==> images/final_clocks.png <==
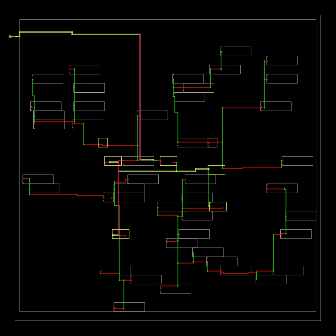
==> images/met1.png <==
Supply wires on this layer in gray.
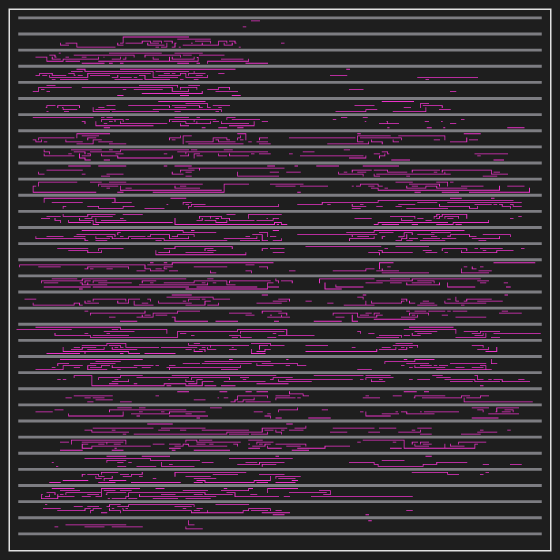
==> images/pdn.png <==
Pins as bars on the die edge.
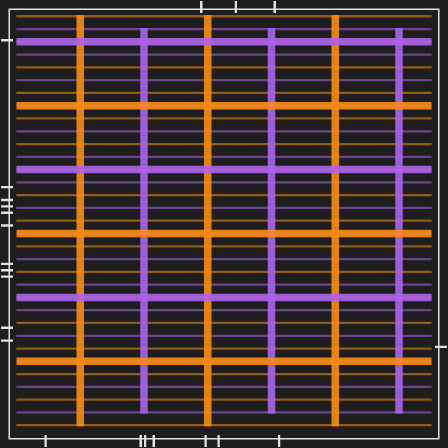
==> images/gate_families.png <==
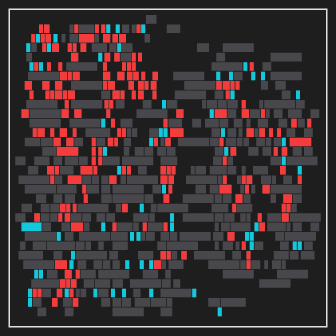
==> images/registers.png <==
Other sequential cells in the stronger gray, the rest of the logic in the fainter gray.
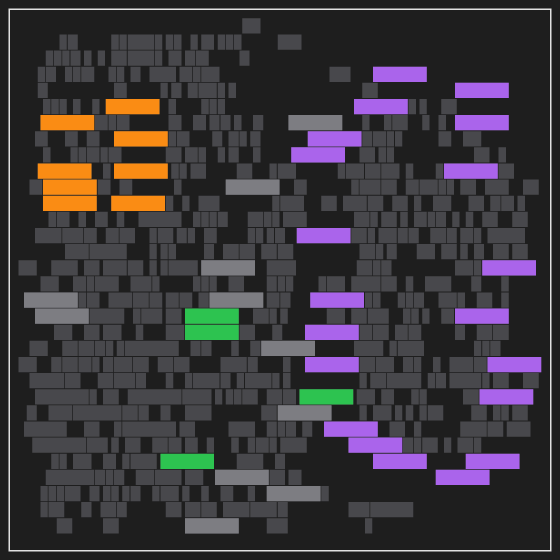
==> config.mk <==
export PLATFORM = sky130hd
export DESIGN_NAME = match_ctrl
export DESIGN_NICKNAME = d
export VERILOG_FILES = /design/src/rtl/match_pkg.sv /design/src/rtl/frame_divider.sv /design/src/rtl/match_ctrl.sv
export SDC_FILE = /design/constraint.sdc
export NUM_CORES = 1
export LEC_CHECK = 0
export ABC_AREA = 1
export CELL_PAD_IN_SITES_DETAIL_PLACEMENT = 0
export CELL_PAD_IN_SITES_GLOBAL_PLACEMENT = 1
export CORE_UTILIZATION = 39
export DETAILED_ROUTE_END_ITERATION = 6
export PLACE_DENSITY = 0.77
export SLEW_MARGIN = 5
export SYNTH_ARGS = -nofsm -noshare
export SYNTH_HDL_FRONTEND = slang
export SYNTH_SLANG_ARGS = --single-unit
==> constraint.sdc <==
create_clock -name clk -period 2.07 [get_ports clk]
set_clock_uncertainty 0.15 [all_clocks]
set_input_delay 0.621 -clock clk [delete_from_list [all_inputs] [get_ports clk]]
set_output_delay 0.621 -clock clk [all_outputs]
set_load 0.02 [all_outputs]
==> Slide: Implementation Results <==
Key Metrics from the Run

Status
  – Run status: complete, but fails checks
  – Failing checks: negative setup slack

Critical path
  – Critical path class: input pin to register
  – Crit path cell chain: buf_12 -> inv_12 -> ha_4 -> inv_2 -> fa_2 -> or2_1 -> a21oi_2 -> nand3_2 -> a21oi_4 -> nand3_4 -> nand2_2 -> nand2_1
  – Delay-heaviest family, CP: simple AND/OR/NAND/NOR gates
  – Crit path capture type: register
  – Reg2Reg Depth: 9
  – Worst path buffer plus inverter count: 3
  – Reg2Reg Setup Slack: around 90 ps
  – Crit-path slowest cell: fa_2
  – Critical Path RT: 2120 ps
  – Startpoint Class: input pin
  – WP depth: 12
  – Crit path DAT: approximately 2300 ps

Global route
  – Met3 Resource Use GR: around 3.5%
  – Top Usage Layer GRT: met2
  – Gr usage total: roughly a fifth
  – Initial antenna violation count: 0
  – GR Overflow Total: 0

Synth
  – Simple Share, Synth: a little over a third
  – Count leader, synth: nand2_1
  – Multiplexer share: 0%
  – Post-synth top area share: 34.76%
  – Yosys chip area: roughly 3100 um^2
  – Post-synth cell types: 41
  – Top FF cell, synth: dfrtp_1
  – Post-Syn Area: 3095 um^2
  – Synth Instances: between 400 and 500
  – Dominant cell type by area after synthesis: dfrtp_1
  – Largest family of logic cells by area: simple AND/OR/NAND/NOR gates
  – Top cells by area: dfrtp_1 (35%), nand2_1 (12%), ha_1 (8.1%), inv_1 (7.2%), nand3_1 (6.8%)
  – Compound Share, Synth: 6.831%
  – Synth cell count leaders: nand2_1 (103), inv_1 (59), dfrtp_1 (43)
  – Mean Syn Cell Area: 7.495 um^2
  – Post-synth seq share: around a third
  – XOR Share, Synth: approximately 4.5%
  – Adder Area Share: 9.378%

Floorplanning
  – Fp util: 40.27%
  – Rows: 32
  – Io pins: 22
  – Tap Cells: roughly 100

Final timing
  – Final setup TNS: -2158 ps
  – WHS: about 380 ps
  – Min cycle time layout: between 2000 and 2500 ps
  – Final setup viols: 13
  – Fin crit share: 109.3%
  – Fin worst setup slack: -193.2 ps

Flow run
  – Tally of OpenROAD warnings: 36
  – Max cap viols: 0

Pwr
  – Comb power: ~1.5 mW
  – P_clk: between 500 and 600 uW
  – Pwr Density: around 700 nW/um^2
  – Sequential group share of total power: 34.6%
  – Internal power: around 1.8 mW
  – Net Sw Frac: ~41%

Cells and area
  – NumNets Final: approximately 560
  – Clock network area share: about 2.1%
  – Logic Gate Count: 304
  – Fill count: roughly 730
  – Gate Area: around 1900 um^2
  – Number of flip-flops under the largest register name: 20
  – NonClk Buf Share: between 10% and 20%
  – Top cell category: logic gates

CTS
  – Post-CTS Setup Bufs: 7
  – CTS tree: yes
  – CTS resizes: 67
  – Root Buffer Master: clkbuf_8
  – # hold bufs at CTS: 0

Worst hold path
  – Hold WC Path Type: register to register
  – Hold path cells: 2

Placement
  – Hpwl dp: ~6300 um
  – Placed cells: between 600 and 700
  – Port-buffer cells: 21
  – Cell Area, Placed: around 4000 um^2

Route
  – DR WL met2: 3912 um
  – Starting DRC count in detailed routing: 92
  – DR WL/cell: approximately 13 um
  – Drt pass-1 iters: 4
  – WL final: slightly above 8000 um
  – Remaining DRCs: 0
  – Antenna viol nets, final: 0
Back to the opening pictures, final_clocks.png:
Latency at later pin: 300 ps
Sink Count: 43
flop count: 43
CTS Buf Count: 5
CLK BUF: 5

Back to the opening pictures, met1.png:
The longest straight run is 22.8 um. The layer holds 46% of the routed length. The wires run mostly horizontal. The layer carries 3760 um of wire. 508 nets have wire on it.
via count: 3105
met1 usage: 26.93%

Back to the opening pictures, pdn.png:
Purple is VDD. Orange is VSS.
6 straps on met4. 33 met1 rails follow the rows.
Die Width: 91.09 um
height of the chip: 91.09 um
Max rail drop VDD: 557.6 uV
Core Area: 7687 um^2

Back to the opening pictures, gate_families.png:
Cyan is inverters, cells 62, most used inv_1, where all over the die. Red is NAND gates, cells 176, most used nand2_1, where all over the die.
combinational share of cell area: 44.65%
Commonest Layout Cell: nand2_1
Final Non-Filler Cells: 624

Back to the opening pictures, registers.png:
Orange is `r_frame_cnt2`, placed flops 8. Green is `r_snap_p2`, placed flops 4. Purple is `u_frame_div.r_cnt`, placed flops 20.
flop share of the area: 24.82%
power in sequential cells: 1.08 mW
Flop area: 1076 um^2

Power is estimated from default activity; no workload was simulated.
